[src/rtl/x_corr_lag_feeder_if.sv]
// Load-side and stream-side signals of the cross-correlator lag feeder.
// The slave modport is the feeder's view; the master modport drives it.
interface x_corr_lag_feeder_if #(
  parameter int xi_bits             = 12,
  parameter int xq_bits             = 12,
  parameter int yi_bits             = 12,
  parameter int yq_bits             = 12,
  parameter int length_counter_bits = 3
);
  logic                           m_axis_tvalid;
  logic                           s_axis_tready;
  logic [xi_bits-1:0]             xi_in;
  logic [xq_bits-1:0]             xq_in;
  logic [yi_bits-1:0]             yi_in;
  logic [yq_bits-1:0]             yq_in;
  logic [xi_bits-1:0]             xi;
  logic [xq_bits-1:0]             xq;
  logic [yi_bits-1:0]             yi;
  logic [yq_bits-1:0]             yq;
  logic [length_counter_bits-1:0] lag;
  logic                           last;
  logic                           s_axis_tvalid;
  logic                           m_axis_tready;

  modport slave (
    input  m_axis_tvalid, xi_in, xq_in, yi_in, yq_in, m_axis_tready,
    output s_axis_tready, xi, xq, yi, yq, lag, last, s_axis_tvalid
  );

  modport master (
    output m_axis_tvalid, xi_in, xq_in, yi_in, yq_in, m_axis_tready,
    input  s_axis_tready, xi, xq, yi, yq, lag, last, s_axis_tvalid
  );
endinterface

[src/rtl/x_corr_lag_feeder.sv]
// Buffers length x samples and 2*length y samples, then streams (x[n], y[lag+n])
// for lag = 0..length, n = 0..length-1, one pair per accepted beat.
module x_corr_lag_feeder #(
  parameter int xi_bits             = 12,
  parameter int xq_bits             = 12,
  parameter int yi_bits             = 12,
  parameter int yq_bits             = 12,
  parameter int length              = 5,
  parameter int length_counter_bits = 3,
  parameter int addr_bits           = 4
) (
  input logic              clk,
  input logic              rst,
  x_corr_lag_feeder_if.slave bus
);
  typedef enum logic [1:0] {S_LOAD, S_PRIME, S_STREAM} state_t;

  localparam int YDEPTH = 2 * length;
  localparam logic [addr_bits-1:0]           LD_LAST  = addr_bits'(YDEPTH - 1);
  localparam logic [addr_bits-1:0]           X_LIM    = addr_bits'(length);
  localparam logic [length_counter_bits-1:0] N_LAST   = length_counter_bits'(length - 1);
  localparam logic [length_counter_bits-1:0] LAG_LAST = length_counter_bits'(length);

  state_t r_state, w_state_nxt;

  logic [xi_bits-1:0] r_xi_mem [length];
  logic [xq_bits-1:0] r_xq_mem [length];
  logic [yi_bits-1:0] r_yi_mem [YDEPTH];
  logic [yq_bits-1:0] r_yq_mem [YDEPTH];

  logic [addr_bits-1:0]           r_ld_cnt;
  logic [length_counter_bits-1:0] r_n, r_lag;
  logic [xi_bits-1:0]             r_xi;
  logic [xq_bits-1:0]             r_xq;
  logic [yi_bits-1:0]             r_yi;
  logic [yq_bits-1:0]             r_yq;
  logic                           r_last, r_vld;

  logic                           w_acc_ld, w_ld_done, w_acc_out, w_n_wrap, w_end;
  logic [length_counter_bits-1:0] w_nxt_n, w_nxt_lag;
  logic [addr_bits-1:0]           w_nxt_addr;

  assign w_acc_ld   = (r_state == S_LOAD) & bus.m_axis_tvalid;
  assign w_ld_done  = w_acc_ld & (r_ld_cnt == LD_LAST);
  assign w_acc_out  = (r_state == S_STREAM) & r_vld & bus.m_axis_tready;
  assign w_n_wrap   = (r_n == N_LAST);
  assign w_end      = w_n_wrap & (r_lag == LAG_LAST);
  assign w_nxt_n    = w_n_wrap ? '0 : r_n + length_counter_bits'(1);
  assign w_nxt_lag  = w_n_wrap ? r_lag + length_counter_bits'(1) : r_lag;
  // lag+n peaks at 2*length-1, which addr_bits is sized to hold without wrap
  assign w_nxt_addr = addr_bits'(w_nxt_lag) + addr_bits'(w_nxt_n);

  // Ready is held off during the reset cycles themselves, not just after.
  assign bus.s_axis_tready = (r_state == S_LOAD) & ~rst;
  assign bus.s_axis_tvalid = r_vld;
  assign bus.xi            = r_xi;
  assign bus.xq            = r_xq;
  assign bus.yi            = r_yi;
  assign bus.yq            = r_yq;
  assign bus.lag           = r_lag;
  assign bus.last          = r_last;

  always_comb begin
    w_state_nxt = r_state;
    unique case (r_state)
      S_LOAD:   if (w_ld_done) w_state_nxt = S_PRIME;
      S_PRIME:  w_state_nxt = S_STREAM;
      S_STREAM: if (w_acc_out && w_end) w_state_nxt = S_LOAD;
      default:  w_state_nxt = S_LOAD;
    endcase
  end

  always_ff @(posedge clk) begin
    if (rst) r_state <= S_LOAD;
    else     r_state <= w_state_nxt;
  end

  // Sample storage is never reset; a new load overwrites every entry that gets read.
  always_ff @(posedge clk) begin
    if (!rst && w_acc_ld) begin
      r_yi_mem[r_ld_cnt] <= bus.yi_in;
      r_yq_mem[r_ld_cnt] <= bus.yq_in;
      if (r_ld_cnt < X_LIM) begin
        r_xi_mem[length_counter_bits'(r_ld_cnt)] <= bus.xi_in;
        r_xq_mem[length_counter_bits'(r_ld_cnt)] <= bus.xq_in;
      end
    end
  end

  always_ff @(posedge clk) begin
    if (rst) begin
      r_ld_cnt <= '0;
      r_n      <= '0;
      r_lag    <= '0;
      r_vld    <= 1'b0;
      r_last   <= 1'b0;
      r_xi     <= '0;
      r_xq     <= '0;
      r_yi     <= '0;
      r_yq     <= '0;
    end else begin
      unique case (r_state)
        S_LOAD: begin
          if (w_acc_ld) r_ld_cnt <= w_ld_done ? '0 : r_ld_cnt + addr_bits'(1);
        end
        S_PRIME: begin
          r_n    <= '0;
          r_lag  <= '0;
          r_xi   <= r_xi_mem[0];
          r_xq   <= r_xq_mem[0];
          r_yi   <= r_yi_mem[0];
          r_yq   <= r_yq_mem[0];
          r_last <= (length == 1);
          r_vld  <= 1'b1;
        end
        S_STREAM: begin
          if (w_acc_out) begin
            if (w_end) begin
              r_vld  <= 1'b0;
              r_n    <= '0;
              r_lag  <= '0;
              r_last <= 1'b0;
            end else begin
              r_n    <= w_nxt_n;
              r_lag  <= w_nxt_lag;
              r_xi   <= r_xi_mem[w_nxt_n];
              r_xq   <= r_xq_mem[w_nxt_n];
              r_yi   <= r_yi_mem[w_nxt_addr];
              r_yq   <= r_yq_mem[w_nxt_addr];
              r_last <= (w_nxt_n == N_LAST);
            end
          end
        end
        default: r_vld <= 1'b0;
      endcase
    end
  end
endmodule

[src/flat_wrapper.sv]
// flat-port wrapper written by rule: the top's interface ports become plain ports
module x_corr_lag_feeder_flat 
#(
  parameter int xi_bits             = 12,
  parameter int xq_bits             = 12,
  parameter int yi_bits             = 12,
  parameter int yq_bits             = 12,
  parameter int length              = 5,
  parameter int length_counter_bits = 3,
  parameter int addr_bits           = 4
)
  (clk, rst, bus_m_axis_tvalid, bus_xi_in, bus_xq_in, bus_yi_in, bus_yq_in, bus_m_axis_tready, bus_s_axis_tready, bus_xi, bus_xq, bus_yi, bus_yq, bus_lag, bus_last, bus_s_axis_tvalid);
  x_corr_lag_feeder_if #(.xi_bits(xi_bits), .xq_bits(xq_bits), .yi_bits(yi_bits), .yq_bits(yq_bits), .length_counter_bits(length_counter_bits)) bus_i ();
  input logic clk;
  input logic rst;
  input wire logic [$bits(bus_i.m_axis_tvalid)-1:0] bus_m_axis_tvalid;
  input wire logic [$bits(bus_i.xi_in)-1:0] bus_xi_in;
  input wire logic [$bits(bus_i.xq_in)-1:0] bus_xq_in;
  input wire logic [$bits(bus_i.yi_in)-1:0] bus_yi_in;
  input wire logic [$bits(bus_i.yq_in)-1:0] bus_yq_in;
  input wire logic [$bits(bus_i.m_axis_tready)-1:0] bus_m_axis_tready;
  output wire logic [$bits(bus_i.s_axis_tready)-1:0] bus_s_axis_tready;
  output wire logic [$bits(bus_i.xi)-1:0] bus_xi;
  output wire logic [$bits(bus_i.xq)-1:0] bus_xq;
  output wire logic [$bits(bus_i.yi)-1:0] bus_yi;
  output wire logic [$bits(bus_i.yq)-1:0] bus_yq;
  output wire logic [$bits(bus_i.lag)-1:0] bus_lag;
  output wire logic [$bits(bus_i.last)-1:0] bus_last;
  output wire logic [$bits(bus_i.s_axis_tvalid)-1:0] bus_s_axis_tvalid;
  assign bus_i.m_axis_tvalid = bus_m_axis_tvalid;
  assign bus_i.xi_in = bus_xi_in;
  assign bus_i.xq_in = bus_xq_in;
  assign bus_i.yi_in = bus_yi_in;
  assign bus_i.yq_in = bus_yq_in;
  assign bus_i.m_axis_tready = bus_m_axis_tready;
  assign bus_s_axis_tready = bus_i.s_axis_tready;
  assign bus_xi = bus_i.xi;
  assign bus_xq = bus_i.xq;
  assign bus_yi = bus_i.yi;
  assign bus_yq = bus_i.yq;
  assign bus_lag = bus_i.lag;
  assign bus_last = bus_i.last;
  assign bus_s_axis_tvalid = bus_i.s_axis_tvalid;
  x_corr_lag_feeder #(.xi_bits(xi_bits), .xq_bits(xq_bits), .yi_bits(yi_bits), .yq_bits(yq_bits), .length(length), .length_counter_bits(length_counter_bits), .addr_bits(addr_bits)) u_core (.clk(clk), .rst(rst), .bus(bus_i));
endmodule
[config.mk]
export PLATFORM = sky130hd
export DESIGN_NAME = x_corr_lag_feeder_flat
export DESIGN_NICKNAME = d
export VERILOG_FILES = /design/src/rtl/x_corr_lag_feeder_if.sv /design/src/rtl/x_corr_lag_feeder.sv /design/src/flat_wrapper.sv
export SDC_FILE = /design/constraint.sdc
export NUM_CORES = 1
export LEC_CHECK = 0
export CORE_MARGIN = 3
export CORE_UTILIZATION = 55
export CTS_BUF_LIST = sky130_fd_sc_hd__clkbuf_16
export CTS_CLUSTER_SIZE = 16
export DETAILED_ROUTE_END_ITERATION = 12
export PLACE_DENSITY = 0.75
export REMOVE_ABC_BUFFERS = 1
export SLEW_MARGIN = 20
export SYNTH_ARGS = -nofsm -noshare
export SYNTH_HDL_FRONTEND = slang
export SYNTH_SLANG_ARGS = --single-unit
export TNS_END_PERCENT = 20
[constraint.sdc]
create_clock -name clk -period 11.45 [get_ports clk]
set_input_delay 2.29 -clock clk [delete_from_list [all_inputs] [get_ports clk]]
set_output_delay 2.29 -clock clk [all_outputs]
set_load 0.05 [all_outputs]
==> out/qor.yml <==
cells_and_area:
  nets: 1351
  post_route_cells_drive_above_1_share: 0.129
  area_delta_synth_final_pct: 16.0
  mostFrequentLayoutCells: "edfxtp_1, nor2_1, clkdlybuf4s50_1"
  mostFrequentLayoutCell: "edfxtp_1"
  diodes: 0
clock_network:
  clk-insertion-delay-late_ps: 540
  clk_transition_reported_paths_ps: 60
  numCtsBuffers: 43
  ctsHtreeMaxLevel: 2
  cts_setup_buffers: 0
  holdBufCountCts: 0
  cts_max_path_buffers: 3
  root_buffer: "clkbuf_16"
  cts_resized: 0
  cts_sinks: 422
  cts_tree: "done"
timing:
  fmax_mhz: 158
  finClkSkew_ps: 15.3
  setup_tns_ps: 0
  worst_slack_ps: 5120
  setup_viol: 0
  rsz0062_at_grt: "no"
  hold_viol: 0
  worstMarginPinSlew_ps: 1040
  period_used_share: 0.553
  slew_violations: 0
  min_period_ps: 6330
  slew_headroom: 0.309
setup_path:
  cp-start-kind: "primary input"
  cpPeakStageDelay_ps: 730
  worstSetupPathType: "primary input to output port"
  worstPathBufferInverterCount: 3
  worst-path-stages: 4
  cp_top_family: "buffers and inverters"
  worstPathCellList: "clkdlybuf4s50_1, buf_4, nor2_1, clkdlybuf4s50_1"
  startpoint: "rst"
  required_ps: 9160
  cp_slowest_cell: "clkdlybuf4s50_1"
  r2r-end: "u_core.bus.yi[1]"
  crit_end: "bus_s_axis_tready"
  r2r_setup_slack_ps: 6730
  reg2reg_depth: 13
  cp_data_arrival_time_ps: 4040
  regToRegStartpoint: "u_core.r_n[0]"
  cp_common_cell: "clkdlybuf4s50_1"
  endpoint_kind: "output port"
  crit_fanout: 42
synthesis:
  edf_count: 360
  synth_top_cell_by_count: "edfxtp_1"
  synthCells: 1177
  yosysWarnings: 0
  xor_share: 0.00201
  synth_area_per_cell_um2: 14.8
  synth_area_leader_cell: "edfxtp_1"
  ys_sh_adder: 0.0126
  ys_top_logic_family: "simple AND/OR/NAND/NOR gates"
  muxShareOfSynthArea: 0.0910
  synth.distinct_cells: 43
  synthTopCellsByCount: "edfxtp_1, nor2_1, a21oi_1"
  synthArstFlopShare: 0
  syn_area_um2: 17500
  ys_ff: 422
  top_area_frac: 0.619
  topCellsByArea: "edfxtp_1, dfxtp_1, mux4_2"
  synth-main-ff-cell: "edfxtp_1"
  compound_area_frac: 0.0800
  yosysSeqAreaShare: 0.690
  ys_chip_area_um2: 17500
  ys_sh_simple: 0.0986
  yosys-stat-cells: 1177
die:
  die_h_um: 184
  fp_util: 0.565
  die_width_um: 184
  pin_count: 106
  core_um2: 30900
  dieArea_um2: 33900
routing:
  routed_wl_um: 39500
  postRouteAntennaNets: 0
  drc_errors: 0
  wl_per_cell_um: 23.1
  vias_per_cell: 6.21
  wl_met1_um: 15900
  drt-pass1-iter-count: 5
  wl_met3_um: 3380
  routed-wl-met2_um: 19200
  drtIter0Drc: 1335
  maxUsedRoutingLayer: "met5"
  dr_total_vias: 10600
place:
  dp_slack_ps: 5130
  place_congestion: 0.773
  hpwl_um: 21100
  portBuffers: 105
  place_inst: 1633
power_and_ir_drop:
  p_leak_nw: 6.84
  p_per_area_nw_per_um2: 152
  vdd_ir_drop_max_v: 0.000118
global_route:
  grtUsageMet3: 0.0347
  grt_start_max_net_pins: 77
  grt_use_met2: 0.382
  use_met1: 0.324
  gr-total-overflow: 0
  grt_pass1_vias: 10900
  grt.total_usage: 0.233
  grt_pass1_wl_um: 60600
  grt_antenna_before_repair: 1
  gr-max-usage-layer: "met2"
status:
  outcome: "completed"
run:
  warning_count: 34
  cap_violations: 0
worst_hold_path:
  worstHoldPathType: "flip-flop to flip-flop"
state kept, by name, summed over array words and instances, names as in the netlist:
register / count
u_core.bus.lag: 3
u_core.bus.last: 1
u_core.bus.xq: 12
u_core.bus.xi: 12
u_core.r_state: 2
u_core.r_yi_mem: 120
u_core.bus.s_axis_tvalid: 1
u_core.bus.yi: 12
u_core.r_xq_mem: 60
u_core.r_xi_mem: 60
u_core.r_ld_cnt: 4
u_core.r_n: 3
u_core.bus.yq: 12
u_core.r_yq_mem: 120
layout make-up:
class                           instances  area [um^2]
Clock buffer                           44         1100
Clock inverter                         35          233
Fill cell                            2155        10600
Inverter                               11         41.3
Multi-Input combinational cell        665         5040
Sequential cell                       422        12100
Tap cell                              396          495
Timing Repair Buffer                  139         1310
per-stage QoR:
step	power [W]	hold slack, ps	instance area [um^2]
floorplan	0.00176	491	17100
global placement	0.00181	447	18900
detailed placement	0.00181	449	18900
CTS	0.00310	469	20300
global route	0.00318	485	20300
finish	0.00309	466	20300
how the worst min path moves through the flow:
stage                      startpoint                 to  slack [ps]  depth (start not counted)
floorplan           u_core.r_state[1]  u_core.r_state[1]         490                          2
global placement     u_core.bus.yi[8]   u_core.bus.yi[8]         450                          1
detailed placement   u_core.bus.yi[8]   u_core.bus.yi[8]         450                          1
CTS                  u_core.bus.yq[5]   u_core.bus.yq[5]         470                          1
global route         u_core.bus.yq[7]   u_core.bus.yq[7]         490                          1
finish               u_core.bus.yq[8]   u_core.bus.yq[8]         470                          1
power by group:
| group | switching [W] | total [W] | internal, W |
|---|---|---|---|
| logic | 0.0000479 | 0.0000799 | 0.0000321 |
| clock network | 0.000552 | 0.00131 | 0.000762 |
| registers | 0.00000900 | 0.00170 | 0.00169 |
layer_met3.png
Scale: 2 px per um.
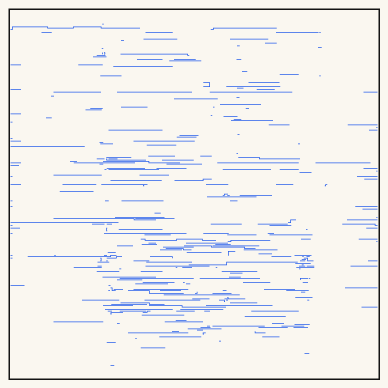
The wires run mostly horizontal. The longest straight run is 53.6 um. The layer holds 8.6% of the routed length. 131 nets have wire on it.

placement.png
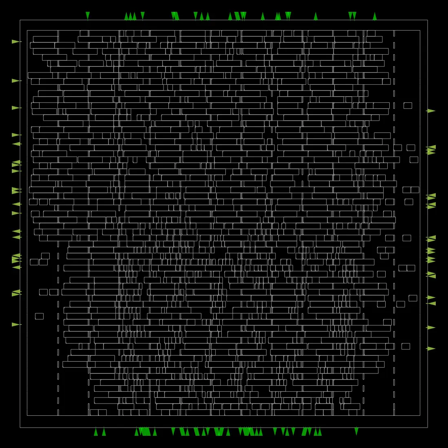
Std-Cell Rows: 64
final cell count without fillers: 1712
Util after Layout: 0.656
sequential cell area share: 0.595
Seq cells: 422

Power is estimated from default activity; no workload was simulated.
